Fig. 1: the clock network
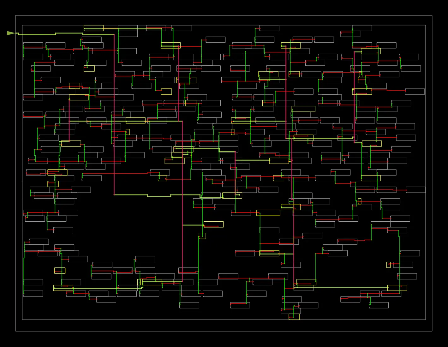
Fig. 2: routed metal, one color a layer
The bar under the picture is 50 µm long.
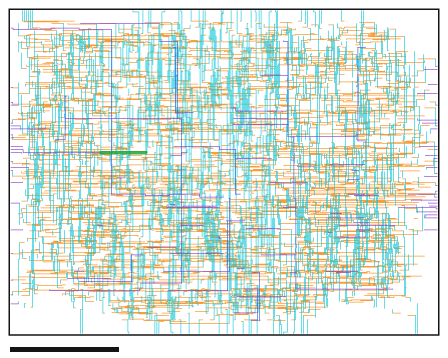
Fig. 3: clock network drawn from the DEF
The bar under the picture is 50 µm long.
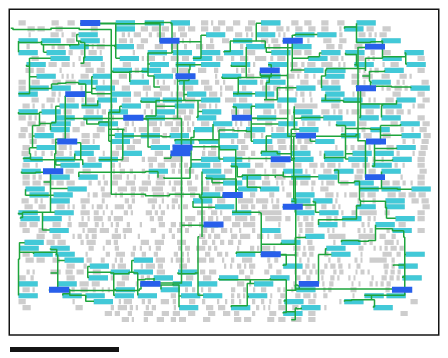
$ cat src/rtl/can_tx_scheduler.sv
// CAN transmit mailbox scheduler: queues frames, waits for bus idle,
// launches the lowest-ID frame and handles arbitration loss and retry.
module can_tx_scheduler #(
  parameter int NUM_MB    = 4,
  parameter int RETRY_MAX = 15,
  parameter int IDLE_BITS = 11,
  localparam int SW = $clog2(NUM_MB)
) (
  input  logic              clk,
  input  logic              rst,
  input  logic              baud_tick,
  input  logic              rx,
  input  logic              wr_en,
  input  logic [SW-1:0]     wr_sel,
  input  logic [10:0]       wr_id,
  input  logic [31:0]       wr_data,
  input  logic [NUM_MB-1:0] abort,
  output logic [NUM_MB-1:0] pending,
  output logic [NUM_MB-1:0] tx_ok,
  output logic [NUM_MB-1:0] tx_fail,
  output logic              active,
  output logic [SW-1:0]     active_sel,
  output logic              eng_send,
  output logic [10:0]       eng_address,
  output logic [31:0]       eng_data,
  input  logic              eng_busy,
  input  logic              eng_done,
  input  logic              eng_arb_lost
);

  localparam int CW = $clog2(IDLE_BITS + 1);

  typedef enum logic [2:0] {
    S_IDLE,
    S_WAIT_BUS,
    S_SELECT,
    S_LAUNCH,
    S_BUSY
  } state_e;

  state_e            state_q, state_d;
  logic [CW-1:0]     idle_cnt_q, idle_cnt_d;
  logic [10:0]       id_q [NUM_MB];
  logic [10:0]       id_d [NUM_MB];
  logic [31:0]       data_q [NUM_MB];
  logic [31:0]       data_d [NUM_MB];
  logic [3:0]        retry_q [NUM_MB];
  logic [3:0]        retry_d [NUM_MB];
  logic [NUM_MB-1:0] pending_q, pending_d;
  logic [NUM_MB-1:0] tx_ok_q, tx_ok_d;
  logic [NUM_MB-1:0] tx_fail_q, tx_fail_d;
  logic              active_q, active_d;
  logic [SW-1:0]     active_sel_q, active_sel_d;
  logic              eng_send_q, eng_send_d;
  logic [10:0]       eng_address_q, eng_address_d;
  logic [31:0]       eng_data_q, eng_data_d;

  logic              sel_found;
  logic [SW-1:0]     sel_idx;
  logic [10:0]       sel_id;
  logic              lock_en;
  logic [SW-1:0]     lock_sel;
  logic [3:0]        retry_inc;

  // Strict compare keeps the lowest index on equal IDs.
  always_comb begin
    sel_found = 1'b0;
    sel_idx   = '0;
    sel_id    = '0;
    for (int i = 0; i < NUM_MB; i++) begin
      if (pending_q[i] && (!sel_found || id_q[i] < sel_id)) begin
        sel_found = 1'b1;
        sel_idx   = SW'(i);
        sel_id    = id_q[i];
      end
    end
  end

  // The mailbox being picked in SELECT is already protected.
  assign lock_en  = active_q || (state_q == S_SELECT && sel_found);
  assign lock_sel = active_q ? active_sel_q : sel_idx;
  assign retry_inc = retry_q[active_sel_q] + 4'd1;

  always_comb begin
    id_d          = id_q;
    data_d        = data_q;
    retry_d       = retry_q;
    pending_d     = pending_q;
    tx_ok_d       = '0;
    tx_fail_d     = '0;
    state_d       = state_q;
    idle_cnt_d    = '0;
    active_d      = active_q;
    active_sel_d  = active_sel_q;
    eng_send_d    = eng_send_q;
    eng_address_d = eng_address_q;
    eng_data_d    = eng_data_q;

    for (int i = 0; i < NUM_MB; i++) begin
      if (abort[i] && !(lock_en && lock_sel == SW'(i)))
        pending_d[i] = 1'b0;
    end

    if (wr_en && !(lock_en && lock_sel == wr_sel)) begin
      id_d[wr_sel]      = wr_id;
      data_d[wr_sel]    = wr_data;
      retry_d[wr_sel]   = '0;
      pending_d[wr_sel] = 1'b1;
    end

    unique case (state_q)
      S_IDLE: begin
        if (pending_q != '0)
          state_d = S_WAIT_BUS;
      end
      S_WAIT_BUS: begin
        idle_cnt_d = idle_cnt_q;
        if (pending_q == '0) begin
          state_d = S_IDLE;
        end else if (baud_tick) begin
          if (!rx)
            idle_cnt_d = '0;
          else if (idle_cnt_q == CW'(IDLE_BITS - 1))
            state_d = S_SELECT;
          else
            idle_cnt_d = idle_cnt_q + CW'(1);
        end
      end
      S_SELECT: begin
        if (sel_found) begin
          eng_address_d = id_q[sel_idx];
          eng_data_d    = data_q[sel_idx];
          active_sel_d  = sel_idx;
          active_d      = 1'b1;
          eng_send_d    = 1'b1;
          state_d       = S_LAUNCH;
        end else begin
          active_d = 1'b0;
          state_d  = S_IDLE;
        end
      end
      S_LAUNCH: begin
        if (eng_busy) begin
          eng_send_d = 1'b0;
          state_d    = S_BUSY;
        end
      end
      S_BUSY: begin
        if (eng_done) begin
          pending_d[active_sel_q] = 1'b0;
          tx_ok_d[active_sel_q]   = 1'b1;
          retry_d[active_sel_q]   = '0;
          active_d                = 1'b0;
          state_d                 = S_IDLE;
        end else if (eng_arb_lost) begin
          active_d = 1'b0;
          state_d  = S_WAIT_BUS;
        end else if (!eng_busy) begin
          active_d = 1'b0;
          state_d  = S_IDLE;
          if (retry_inc == 4'(RETRY_MAX)) begin
            pending_d[active_sel_q] = 1'b0;
            tx_fail_d[active_sel_q] = 1'b1;
            retry_d[active_sel_q]   = '0;
          end else begin
            retry_d[active_sel_q] = retry_inc;
          end
        end
      end
      default: state_d = S_IDLE;
    endcase
  end

  always_ff @(posedge clk or posedge rst) begin
    if (rst) begin
      state_q       <= S_IDLE;
      idle_cnt_q    <= '0;
      pending_q     <= '0;
      tx_ok_q       <= '0;
      tx_fail_q     <= '0;
      active_q      <= 1'b0;
      active_sel_q  <= '0;
      eng_send_q    <= 1'b0;
      eng_address_q <= '0;
      eng_data_q    <= '0;
      for (int i = 0; i < NUM_MB; i++) begin
        id_q[i]    <= '0;
        data_q[i]  <= '0;
        retry_q[i] <= '0;
      end
    end else begin
      state_q       <= state_d;
      idle_cnt_q    <= idle_cnt_d;
      pending_q     <= pending_d;
      tx_ok_q       <= tx_ok_d;
      tx_fail_q     <= tx_fail_d;
      active_q      <= active_d;
      active_sel_q  <= active_sel_d;
      eng_send_q    <= eng_send_d;
      eng_address_q <= eng_address_d;
      eng_data_q    <= eng_data_d;
      for (int i = 0; i < NUM_MB; i++) begin
        id_q[i]    <= id_d[i];
        data_q[i]  <= data_d[i];
        retry_q[i] <= retry_d[i];
      end
    end
  end

  assign pending     = pending_q;
  assign tx_ok       = tx_ok_q;
  assign tx_fail     = tx_fail_q;
  assign active      = active_q;
  assign active_sel  = active_sel_q;
  assign eng_send    = eng_send_q;
  assign eng_address = eng_address_q;
  assign eng_data    = eng_data_q;

endmodule

$ cat config.mk
export PLATFORM = sky130hd
export DESIGN_NAME = can_tx_scheduler
export DESIGN_NICKNAME = d
export VERILOG_FILES = /design/src/rtl/can_tx_scheduler.sv
export SDC_FILE = /design/constraint.sdc
export NUM_CORES = 1
export LEC_CHECK = 0
export CAP_MARGIN = 20
export CELL_PAD_IN_SITES_DETAIL_PLACEMENT = 1
export CELL_PAD_IN_SITES_GLOBAL_PLACEMENT = 1
export CORE_ASPECT_RATIO = 0.75
export CORE_MARGIN = 3
export CORE_UTILIZATION = 46
export DETAILED_ROUTE_END_ITERATION = 8
export HOLD_SLACK_MARGIN = 0.06
export PLACE_DENSITY_LB_ADDON = 0.1
export SLEW_MARGIN = 25
export SYNTH_ARGS = -nofsm -noshare
export SYNTH_HDL_FRONTEND = slang
export SYNTH_SLANG_ARGS = --single-unit
$ cat constraint.sdc
create_clock -name clk -period 10.12 [get_ports clk]
set_input_delay 1.012 -clock clk [delete_from_list [all_inputs] [get_ports clk]]
set_output_delay 1.012 -clock clk [all_outputs]
set_load 0.1 [all_outputs]
==> notes.md <==
Implementation numbers.

- For this run, the slowest stage of the critical path takes roughly 0.7 ns.
- The critical path startpoint category is a flip-flop.
- The run finished with clean final reports.
- The origin of the worst setup path is pending[0].
- The most common cell in the synthesized netlist reads sky130_fd_sc_hd__dfrtp_1.
- The number of flip-flops in the largest register reads 128.
- The total global routing overflow reads 0.
- The adder-cell share of the synthesized area reads 0.0340.
- By instance count after routing, the leading logic cell types are sky130_fd_sc_hd__dfrtp_1 (254), sky130_fd_sc_hd__mux2_2 (165), sky130_fd_sc_hd__nand2_1 (152).
- The layout summary lists the proportion of cells stronger than drive strength 1 as 0.201.
- The actual slew at the worst max-slew pin reads between 1 and 1.5 ns.
- The count of TritonRoute iterations in the first routing pass reads 4.
- The main combinational cell family by area after synthesis reads multiplexers.
- Multi-input logic gates represent a cell area share of 0.394.
- The finished layout holds around 1600 standard cells, fillers aside.
- The die outline height reads 149 µm.
- The total area of multi-input combinational cells is a little under 0.006 mm².
- The inverter count is 12.
- Between clock sinks in the finished design, the worst skew comes to between 0.008 and 0.009 ns.
- The worst path buffer plus inverter count is 1.
- The storage element area reads about 0.0064 mm².
- Summed over all failing endpoints, the final setup total negative slack is 0 ns.
- The area fraction of clock buffers and clock inverters is 0.0625.
- Looking at the hold checks, the worst path lands on eng_data[24].
- The leakage power is 0.00660 µW.
- Wire segments on met3 add up to roughly 1.2 mm in the final route.
- The area fraction of the largest cell type after synthesis is 0.509.
- The shortest clock period the worst path allows after layout reads 8.61 ns.
- Hold-check failures listed in the final report amount to 0.
- The post-synth count of flops with an enable pin is 0.
- The sequential cell area fraction in the yosys report is 0.509.
- The data arrival at the endpoint of the critical path reads 9.02 ns.
- The max-capacitance violation count is 0.
- The final count of pins violating max slew is 0.
- The average instance in the mapped netlist occupies approximately 11 µm².
- The setup fix buffers added after clock tree synthesis is 0.
- The final timing summary puts the cycle share of the worst path at 0.851.
- The routed layout reports a DRC error count of 0.
- The proportion of power drawn by combinational gates is 0.500.
- Power spread over the standard cell area amounts to roughly 370 mW/mm².
- Detailed routing placed a total of 15.6 mm of wire on met2.
- The commonest cells after synthesis are sky130_fd_sc_hd__dfrtp_1 (254), sky130_fd_sc_hd__mux2_2 (165), sky130_fd_sc_hd__nand2_1 (152).
- The average routed wire per standard cell reads about 21 µm.
- The via count of the first global-routing pass reads 9810.
- The critical path endpoint has a required time of approximately 11 ns.
- The sum of net half-perimeters after detailed placement is around 22 mm.
- The number of buffers inserted by hold repair at cts is 0.
- The number of diodes added for antenna fixing is 0.
- The number of port buffers is 115.
- The endpoint type of the worst setup path reads a flip-flop.
- STA lists the startpoint of the worst register-to-register path as pending[0].
- The cell-mix breakdown from Yosys lists the XOR/XNOR area share as 0.00140.
- For met3 alone, demand over resource in global routing was 0.0323.
- The synthesized cell area is approximately 0.012 mm².
- The number of nets in the final layout is roughly 1300.
- Per STA, the worst path accumulates the most delay in the family AND-OR/OR-AND gates.
- STA lists the maximum fanout along the critical path as 62.
- The area share of and-or/or-and cells after synthesis is 0.109.
- The most frequent standard cell in the layout excluding fill and tap cells reads sky130_fd_sc_hd__dfrtp_1.
- The register with the most flip-flops is data_q.
- In this run the standard cell core region covers between 0.02 and 0.03 mm².
- The count of clock-net buffers in the final layout is between 40 and 50.
- Setup repair after global routing left no endpoint under its margin.
- The cell count after placement is 1547.
- The chip area is ~0.029 mm².
- In this run the tightest slew margin relative to its limit is 0.247.
- The achievable frequency is 116 MHz.
- The post-detailed-placement cell area is 0.0140 mm².
- The commonest register cell after synthesis is sky130_fd_sc_hd__dfrtp_1.
- The weighted congestion reported at the end of routability-driven placement is 0.877.
- The TritonCTS clock tree is done.
- The library cell contributing the largest single delay on the critical path is sky130_fd_sc_hd__dfrtp_1.
- In this run the horizontal extent of the chip is around 200 µm.
- Detailed-route iteration 0 reported a violation count of between 500 and 600.
- The path type of the worst min-delay path reads reg2reg.
- Per the synth stats, the proportion of register bits with asynchronous set or reset is 1.00.
- The switching fraction of total power reads 0.449.
- The minimum setup slack among reg-to-reg paths reads 1.51 ns.
- The chip area estimate from yosys synthesis reads between 0.01 and 0.015 mm².
- Looking at the clock tree report, the H-tree level count equals 1.
- The post-synth register bit count is 254.
- The endpoint of the lowest-slack register-to-register path reads id_q[13].
- By area the synthesized netlist is led by sky130_fd_sc_hd__dfrtp_1 (51%), sky130_fd_sc_hd__mux2_2 (15%), sky130_fd_sc_hd__nand2_1 (4.6%).
- The global-route wire length before repair reads 55.1 mm.
- The clock transition at the registers of the reported paths reads 0.06 ns.
- The number of buffers added by the clock tree synthesis step reads 26.
- The internal power summed over all cells reads slightly above 3000 µW.
- The worst setup path is of the reg2reg kind.
- The sequential share of power reads 0.314.
- The final worst setup slack is about 1.5 ns.
- The total of warnings raised by yosys is 0.
- The final-layout fill cell count is roughly 2800.
- The number of antenna violations at the first check in global routing was 1.
- The layer flagged by global routing as most heavily used is met2.
- The count of instantiated cells in the yosys netlist is 1142.
- The cell kind with the greatest summed area is sequential cells.
- The final cell utilization of the core reads 0.565.
- The number of warnings the tools reported reads 30.
- The buffer count excluding the clock tree in the final layout is 125.
- In the floorplan report the effective utilization is 0.474.
- The met2 track utilization from global routing reads 0.376.
- The final setup violation count is 0.
Notes on Fig. 1 above:
seq_cells: 254
sinks on the clock net: 254
worst-skew pair later-pin latency: 0.53 ns

Notes on Fig. 2 above:
[green] met5 | wire length: 20.2 µm
[blue] met4 | wire length: 527 µm
[purple] met3 | wire length: 1230 µm
[orange] met1 | wire length: 16500 µm
[cyan] met2 | wire length: 15600 µm
total global-route track usage: 0.234
total routed wirelength: 33.9 mm
total vias in the final route: 9230

Notes on Fig. 3 above:
[cyan] flip-flops | count: 254
[blue] cells driving clock nets | count: 26
[green] clock wires | length: 3320 µm
routed clock nets: 27
power of the clock network: 1030 µW
proportion of power drawn by the clock network: 0.186

Power is estimated from default activity; no workload was simulated.
